### Selected gate families, run 1

(4 px per um)
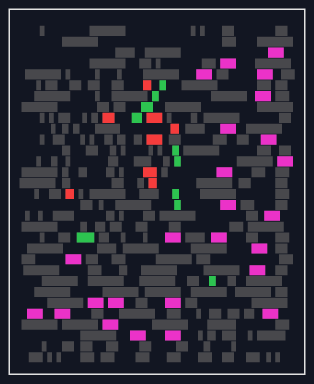
### Wiring by layer, run 1

(4 px per um)
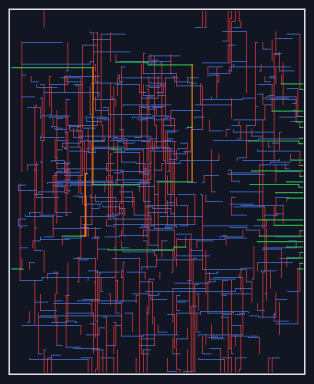
### Clock nets, run 1

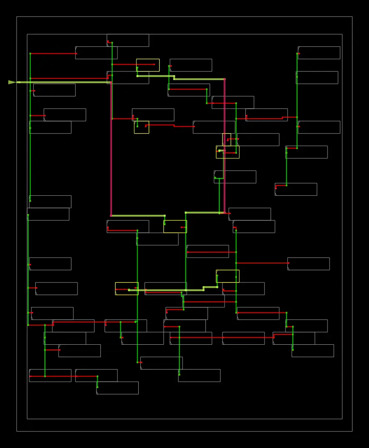
<file path="config.mk">
export PLATFORM = sky130hd
export DESIGN_NAME = io_input_wait
export DESIGN_NICKNAME = d
export VERILOG_FILES = /design/src/rtl/io_input_wait_pkg.sv /design/src/rtl/io_input_wait_btn_debounce.sv /design/src/rtl/io_input_wait.sv
export SDC_FILE = /design/constraint.sdc
export NUM_CORES = 1
export LEC_CHECK = 0
export CAP_MARGIN = 5
export CELL_PAD_IN_SITES_DETAIL_PLACEMENT = 1
export CELL_PAD_IN_SITES_GLOBAL_PLACEMENT = 1
export CORE_ASPECT_RATIO = 1.25
export CORE_MARGIN = 2
export CORE_UTILIZATION = 37
export CTS_CLUSTER_SIZE = 14
export DETAILED_ROUTE_END_ITERATION = 8
export PLACE_DENSITY_LB_ADDON = 0.1
export SETUP_SLACK_MARGIN = 0.5
export SYNTH_ARGS = -nofsm -noshare
export SYNTH_HDL_FRONTEND = slang
export SYNTH_SLANG_ARGS = --single-unit
</file>
<file path="constraint.sdc">
create_clock -name clk -period 2.39 [get_ports clk]
set_input_delay 0.478 -clock clk [delete_from_list [all_inputs] [get_ports clk]]
set_output_delay 0.478 -clock clk [all_outputs]
set_load 0.05 [all_outputs]
</file>
<file path="src/rtl/io_input_wait_pkg.sv">
// Shared definitions for the IO-read wait block: FSM encodings and read-data width.
package io_input_wait_pkg;

   localparam int IO_DATA_W = 32;

   typedef enum logic [1:0] {
      ST_IDLE = 2'd0,
      ST_WAIT = 2'd1,
      ST_DONE = 2'd2
   } state_t;

endpackage

</file>
<file path="src/rtl/io_input_wait_btn_debounce.sv">
// Enter-button conditioning: 2-FF synchroniser, stability counter, rising-edge pulse.
module io_input_wait_btn_debounce #(
   parameter int DEBOUNCE_CYCLES = 1_000_000
) (
   input  logic clk,
   input  logic rst,
   input  logic btn_raw,
   output logic enter
);

   localparam int CNT_W = (DEBOUNCE_CYCLES > 2) ? $clog2(DEBOUNCE_CYCLES) : 1;
   localparam logic [CNT_W-1:0] CNT_LAST = CNT_W'(DEBOUNCE_CYCLES - 1);

   logic             r_sync1;
   logic             r_sync2;
   logic             r_stable;
   logic             r_stable_q;
   logic             r_enter;
   logic [CNT_W-1:0] r_cnt;

   // Pulse is registered so raw-edge to enter latency is DEBOUNCE_CYCLES+3.
   always_ff @(posedge clk or posedge rst) begin
      if (rst) begin
         r_sync1    <= 1'b0;
         r_sync2    <= 1'b0;
         r_stable   <= 1'b0;
         r_stable_q <= 1'b0;
         r_enter    <= 1'b0;
         r_cnt      <= '0;
      end else begin
         r_sync1    <= btn_raw;
         r_sync2    <= r_sync1;
         r_stable_q <= r_stable;
         r_enter    <= r_stable & ~r_stable_q;
         if (r_sync2 == r_stable) begin
            r_cnt <= '0;
         end else if (r_cnt == CNT_LAST) begin
            r_stable <= ~r_stable;
            r_cnt    <= '0;
         end else begin
            r_cnt <= r_cnt + CNT_W'(1);
         end
      end
   end

   assign enter = r_enter;

endmodule

</file>
<file path="src/rtl/io_input_wait.sv">
// Holds an IO-read in MEM until a debounced enter press, then returns the latched switch value.
//  state   | meaning
//  IDLE    | no IO-read pending; stall request follows io_rd_req
//  WAIT    | IO-read stalled, waiting for a fresh enter press
//  DONE    | switch value captured; read data valid until the instruction advances
module io_input_wait
   import io_input_wait_pkg::*;
#(
   parameter int DEBOUNCE_CYCLES = 1_000_000,
   parameter int SW_WIDTH        = 24
) (
   input  logic                 clk,
   input  logic                 rst,
   input  logic                 btn_enter_raw,
   input  logic [SW_WIDTH-1:0]  sw,
   input  logic                 io_rd_req,
   input  logic                 stall,
   output logic                 enter,
   output logic                 stall_req_io,
   output logic [IO_DATA_W-1:0] io_rd_data,
   output logic                 io_rd_valid
);

   logic                 w_enter;
   logic                 w_capture;
   logic                 w_stall_req;
   logic                 w_valid;
   state_t               r_state;
   state_t               w_state_next;
   logic [IO_DATA_W-1:0] r_rd_data;

   io_input_wait_btn_debounce #(
      .DEBOUNCE_CYCLES (DEBOUNCE_CYCLES)
   ) u_debounce (
      .clk     (clk),
      .rst     (rst),
      .btn_raw (btn_enter_raw),
      .enter   (w_enter)
   );

   always_ff @(posedge clk or posedge rst) begin
      if (rst) begin
         r_state   <= ST_IDLE;
         r_rd_data <= '0;
      end else begin
         r_state <= w_state_next;
         if (w_capture) r_rd_data <= IO_DATA_W'(sw);
      end
   end

   // Outputs depend on state and io_rd_req only; stall is used solely for the DONE exit.
   always_comb begin
      w_state_next = r_state;
      w_capture    = 1'b0;
      w_stall_req  = 1'b0;
      w_valid      = 1'b0;
      case (r_state)
         ST_IDLE: begin
            w_stall_req = io_rd_req;
            if (io_rd_req) w_state_next = ST_WAIT;
         end
         ST_WAIT: begin
            w_stall_req = 1'b1;
            if (!io_rd_req) begin
               w_state_next = ST_IDLE;
            end else if (w_enter) begin
               w_capture    = 1'b1;
               w_state_next = ST_DONE;
            end
         end
         ST_DONE: begin
            w_valid = 1'b1;
            if (!stall) w_state_next = ST_IDLE;
         end
         default: w_state_next = ST_IDLE;
      endcase
   end

   assign enter        = w_enter;
   assign stall_req_io = w_stall_req & ~rst;
   assign io_rd_valid  = w_valid;
   assign io_rd_data   = r_rd_data;

endmodule
</file>
==> summary.txt, run 1 <==
Fin Clk Skew: 6.20 ps
Final #Nets: 277
worst-case reg-to-reg path depth: 5
yosys cell count: 186
clock power share: 32.2%
switching pwr: 0.348 mW
Cell Chain, Critical Path: ha_2 > nand4_1 > or2_4 > or4_4 > a21oi_2
slowest stage delay, CP: 480 ps
CTS tree: done
CTS root buf: clkbuf_8
WHS Endpoint: u_debounce.r_sync2$_DFF_PP0_
outcome: complete, no violations
largest net degree at the start of global routing: 52
DR top layer: met4
Met2 Wirelength: 2350 um
wire length per cell: 14.6 um
Tool Warnings: 27
vias in the first global route: 1558
Cell Int Power: 1.12 mW
worst IR drop on VDD: 287 uV
die width: 73.5 um
IO Count: 64
worst setup slack after layout: 594 ps
P_leak: 1.43 nW
minimum clock period: 1800 ps
critical path endpoint category: flip-flop
hpwl dp: 3310 um
clk latency late pin: 300 ps
r2r startpoint: u_debounce.r_cnt[0]$_DFF_PP0_
WHS Path Cells: 0
synthesized cell area: 0.00223 mm2
## Picture notes: 'Selected gate families'
inverting AOI/OAI gates: drawn in green, cells 10, most used a21oi_1. AND and OR gates: drawn in red, cells 8, most used or3_1. multiplexers: drawn in magenta, cells 25, most used mux2_2, where all over the die.
most numerous logic cell after layout: dfrtp_1
final cell count without fillers: 313
fraction of area in multi-input gates: 30.7%

## Picture notes: 'Wiring by layer'
met2: drawn in red, wire length 2350 um. met1: drawn in blue, wire length 1910 um. met4: drawn in orange, wire length 74.1 um. met3: drawn in green, wire length 221 um.
via count: 1551
Routed Wire Length: 4560 um
total track usage: 14.9%

## Picture notes: 'Clock nets'
clk sinks: 51
CTS Buf Count: 5
clk pwr: 0.475 mW
flop count: 51

==> run 1: cell type report <==
| cell class | instances | area share (%) |
|---|---|---|
| multi-input cells | 125 | 30.7 |
| inverters | 4 | 0.513 |
| clock inverters | 2 | 0.470 |
| clock buffers | 5 | 2.35 |
| repair buffers | 60 | 19.6 |
| well taps | 66 | 2.82 |
| flip-flops and latches | 51 | 43.6 |
==> run 1: synth_stat cells, drive strengths merged <==
cell    count  share of area, %
or4         1              0.50
nand4       4               1.4
nand4b      4               1.6
and4        1              0.45
clkbuf      2              0.34
mux2       25                13
nor4b       1              0.39
or2         2              0.56
nor3        5               1.1
ha          1              0.56
dfrtp      51                57
or3         3               1.1
xor2        5               2.0
inv         3              0.50
and3        1              0.28
a21oi       5               1.3
nor4        5               1.4
nor2b       2              0.56
nor2       20               3.4
xnor2      10               3.9
conb        1              0.17
o31ai       2              0.67
clkinv      1              0.17
buf        11               3.5
o21ai       3              0.67
nand2       9               1.5
nand3       7               2.1
nand2b      1              0.28
==> run 1: power by group through the flow <==
| stage | clock, mW | combinational, mW | sequential, mW |
|---|---|---|---|
| 2_1_floorplan | 0 | 0.0692 | 0.891 |
| 3_3_place_gp | 0 | 0.125 | 0.892 |
| 3_5_place_dp | 0 | 0.125 | 0.892 |
| 4_1_cts | 0.503 | 0.125 | 0.875 |
| 5_1_grt | 0.539 | 0.134 | 0.876 |
| 6_report | 0.475 | 0.123 | 0.875 |
==> run 1: worst max path at each step <==
stage	end	from	slack (ps)
finish	u_debounce.r_cnt[18]$_DFF_PP0_	u_debounce.r_cnt[0]$_DFF_PP0_	590
global route	u_debounce.r_cnt[18]$_DFF_PP0_	u_debounce.r_cnt[0]$_DFF_PP0_	520
CTS	io_rd_valid	r_state[0]$_DFFE_PP0P_	470
detailed placement	io_rd_data[11]$_DFFE_PP0P_	io_rd_req	500
global placement	io_rd_data[10]$_DFFE_PP0P_	io_rd_req	520
floorplan	io_rd_data[10]$_DFFE_PP0P_	u_debounce.enter$_DFF_PP0_	670
==> run 1: per-stage QoR <==
stage	instance area [um2]	instances	power, mW	hold slack [ps]
3_3_place_gp	2870	305	1.02	337
6_report	2930	313	1.47	359
5_1_grt	2930	313	1.55	364
2_1_floorplan	2270	193	0.960	331
4_1_cts	2920	312	1.50	363
3_5_place_dp	2870	305	1.02	340
==> run 1: repair_timing <==
| item | CTS | global route |
|---|---|---|
| endpoints found under the setup margin | 27 | 2 |
| resized | 27 | 4 |
| pin swaps | 1 | 0 |
| setup buffers | 0 | 1 |
==> run 1: kinds of logic (layout without fill, tap and decap cells) <==
kind of cell | count (synthesis) | count (layout) | synth area share [%]
AND/OR/NAND/NOR | 66 | 66 | 16.6
flip-flops | 51 | 51 | 57.1
multiplexers | 25 | 25 | 12.6
buffers and inverters | 17 | 71 | 4.48
XOR/XNOR | 15 | 15 | 5.88
AND-OR/OR-AND | 10 | 10 | 2.63
adder cells (fa/ha/maj) | 1 | 1 | 0.560
other | 1 | 8 | 0.168
==> run 1: layer usage <==
layer  global-route usage (%)  vias up
met4                     5.91        0
met1                     17.3      762
met2                     25.0       38
met3                     4.35        7
li1                         -      744
met5                        0        -
--- run 2 (diff from run 1) ---
Settings changed: CORE_UTILIZATION 37 to 33.
Clock period 2.39 ns to 1.5 ns, I/O delays scaled along.
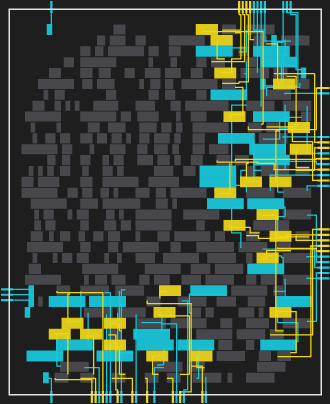
*Nets reached from selected ports, run 2*
(4 px per um)
sw: drawn in yellow, direction input, edge 11 right, 9 bottom, 4 top, end cells 24, buffers 24, wire 757 um. io_rd_data: drawn in cyan, direction output, edge 11 right, 10 bottom, 8 top, 3 left, end cells 32, buffers 24, wire 722 um.
# port buffers: 55
IO Count: 64

==> run 2 against run 1 <==
Net effect:
- the flow now finishes with violations (negative setup slack)
- largest cell class is now buffers
- critical path depth is 1 lower
- hold slack got worse by 130 ps
- critical path type unchanged
- clock power is 120% higher
==> summary.txt, run 2 <==
outcome: complete, but fails checks
clk sinks: 51
worst setup slack after layout: -110 ps
P_leak: 1.84 nW
switching pwr: 0.614 mW
r2r startpoint: u_debounce.r_cnt[12]$_DFF_PP0_
Final #Nets: 329
minimum clock period: 1610 ps
Tool Warnings: 29
CTS root buf: clkbuf_8
vias in the first global route: 1900
slowest stage delay, CP: 480 ps
Max-area cell share: 57.1%
most numerous logic cell after layout: dfrtp_1
placed cell area: 0.00344 mm2
Synth area leaders: dfrtp_1 57%, mux2_2 13%, xnor2_1 3.9%, nor2_1 3.4%, buf_4 3.0%
clock power share: 38.6%
Total Power: 2.66 mW
Synth top cell by count: dfrtp_1
failing checks: negative setup slack
Setup Viol. Count Final: 21
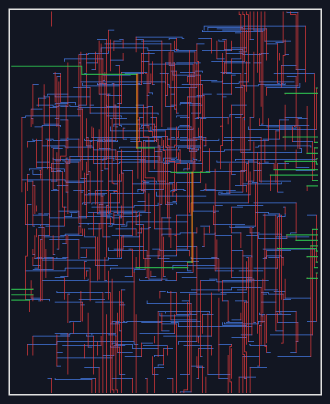
*Wiring by layer, run 2*
(4 px per um)
met2: drawn in red, wire length 3710 um. met3: drawn in green, wire length 165 um. met1: drawn in blue, wire length 2600 um. met4: drawn in orange, wire length 40.8 um.
via count: 1817
wire length per cell: 16.8 um
total track usage: 16.9%

## run 2: final cells by class
type / instances / area, um2
Clock buffer: 6 / 82.6
Inverter: 4 / 18.8
Sequential cell: 51 / 1280
Timing Repair Buffer: 112 / 1350
Tap cell: 87 / 109
Fill cell: 644 / 2610
Multi-Input combinational cell: 125 / 1080
Clock inverter: 2 / 38.8
## run 2: metrics by stage
| stage | setup WS [ps] | std cells |
|---|---|---|
| finish | -110 | 387 |
| global route | -174 | 387 |
| CTS | -114 | 372 |
| detailed placement | -141 | 359 |
| global placement | -133 | 359 |
| floorplan | -96.5 | 193 |
## run 2: what timing repair did
action | 4_1_cts | 5_1_grt
endpoints found under the setup margin | 72 | 73
hold buffers | 0 | 0
gates cloned | 0 | 2
gates resized | 44 | 10
buffers inserted | 5 | 13
pin swaps | 8 | 5
endpoints found under the hold margin | 0 | 0
## run 2: worst register-to-register path, stage by stage, from the launching register on
cell	delay [ps]
dfrtp_1	460
nand4_2	130
or3_4	350
or4_4	480
a21oi_2	120
## run 2: how the worst max path moves through the flow
stage                                          end  cells after the start  slack [ps]
floorplan           u_debounce.r_cnt[18]$_DFF_PP0_                      5        -100
global placement        io_rd_data[16]$_DFFE_PP0P_                      4        -130
detailed placement      io_rd_data[13]$_DFFE_PP0P_                      4        -140
CTS                 u_debounce.r_cnt[18]$_DFF_PP0_                      4        -110
global route        u_debounce.r_cnt[17]$_DFF_PP0_                      6        -170
finish              u_debounce.r_cnt[18]$_DFF_PP0_                      4        -110
## run 2: cells by family (layout without fill, tap and decap cells)
family	Yosys count	after routing	synth area share, %
simple gates	66	66	16.6
flops	51	51	57.1
mux	25	25	12.6
buf+inv	17	124	4.48
xor+xnor	15	15	5.88
compound gates	10	10	2.63
fa+ha+maj	1	1	0.560
other cells	1	8	0.168
## run 2: power by group through the flow
stage | clock network [mW] | logic (mW) | registers, mW
6_report | 1.03 | 0.244 | 1.39
3_3_place_gp | 0 | 0.222 | 1.42
3_5_place_dp | 0 | 0.226 | 1.42
2_1_floorplan | 0 | 0.114 | 1.42
5_1_grt | 1.12 | 0.265 | 1.39
4_1_cts | 1.07 | 0.240 | 1.39
## run 2: metal layers
metal  vias up  routed length [um]  track usage, %
met5         -                   0               0
met4         0                  40            4.02
met3         4                 164            3.66
met2        31                3710            31.2
met1       936                2600            20.2
li1        846                   -               -
Power figures rest on the tool's default switching activity, not on a simulated workload.
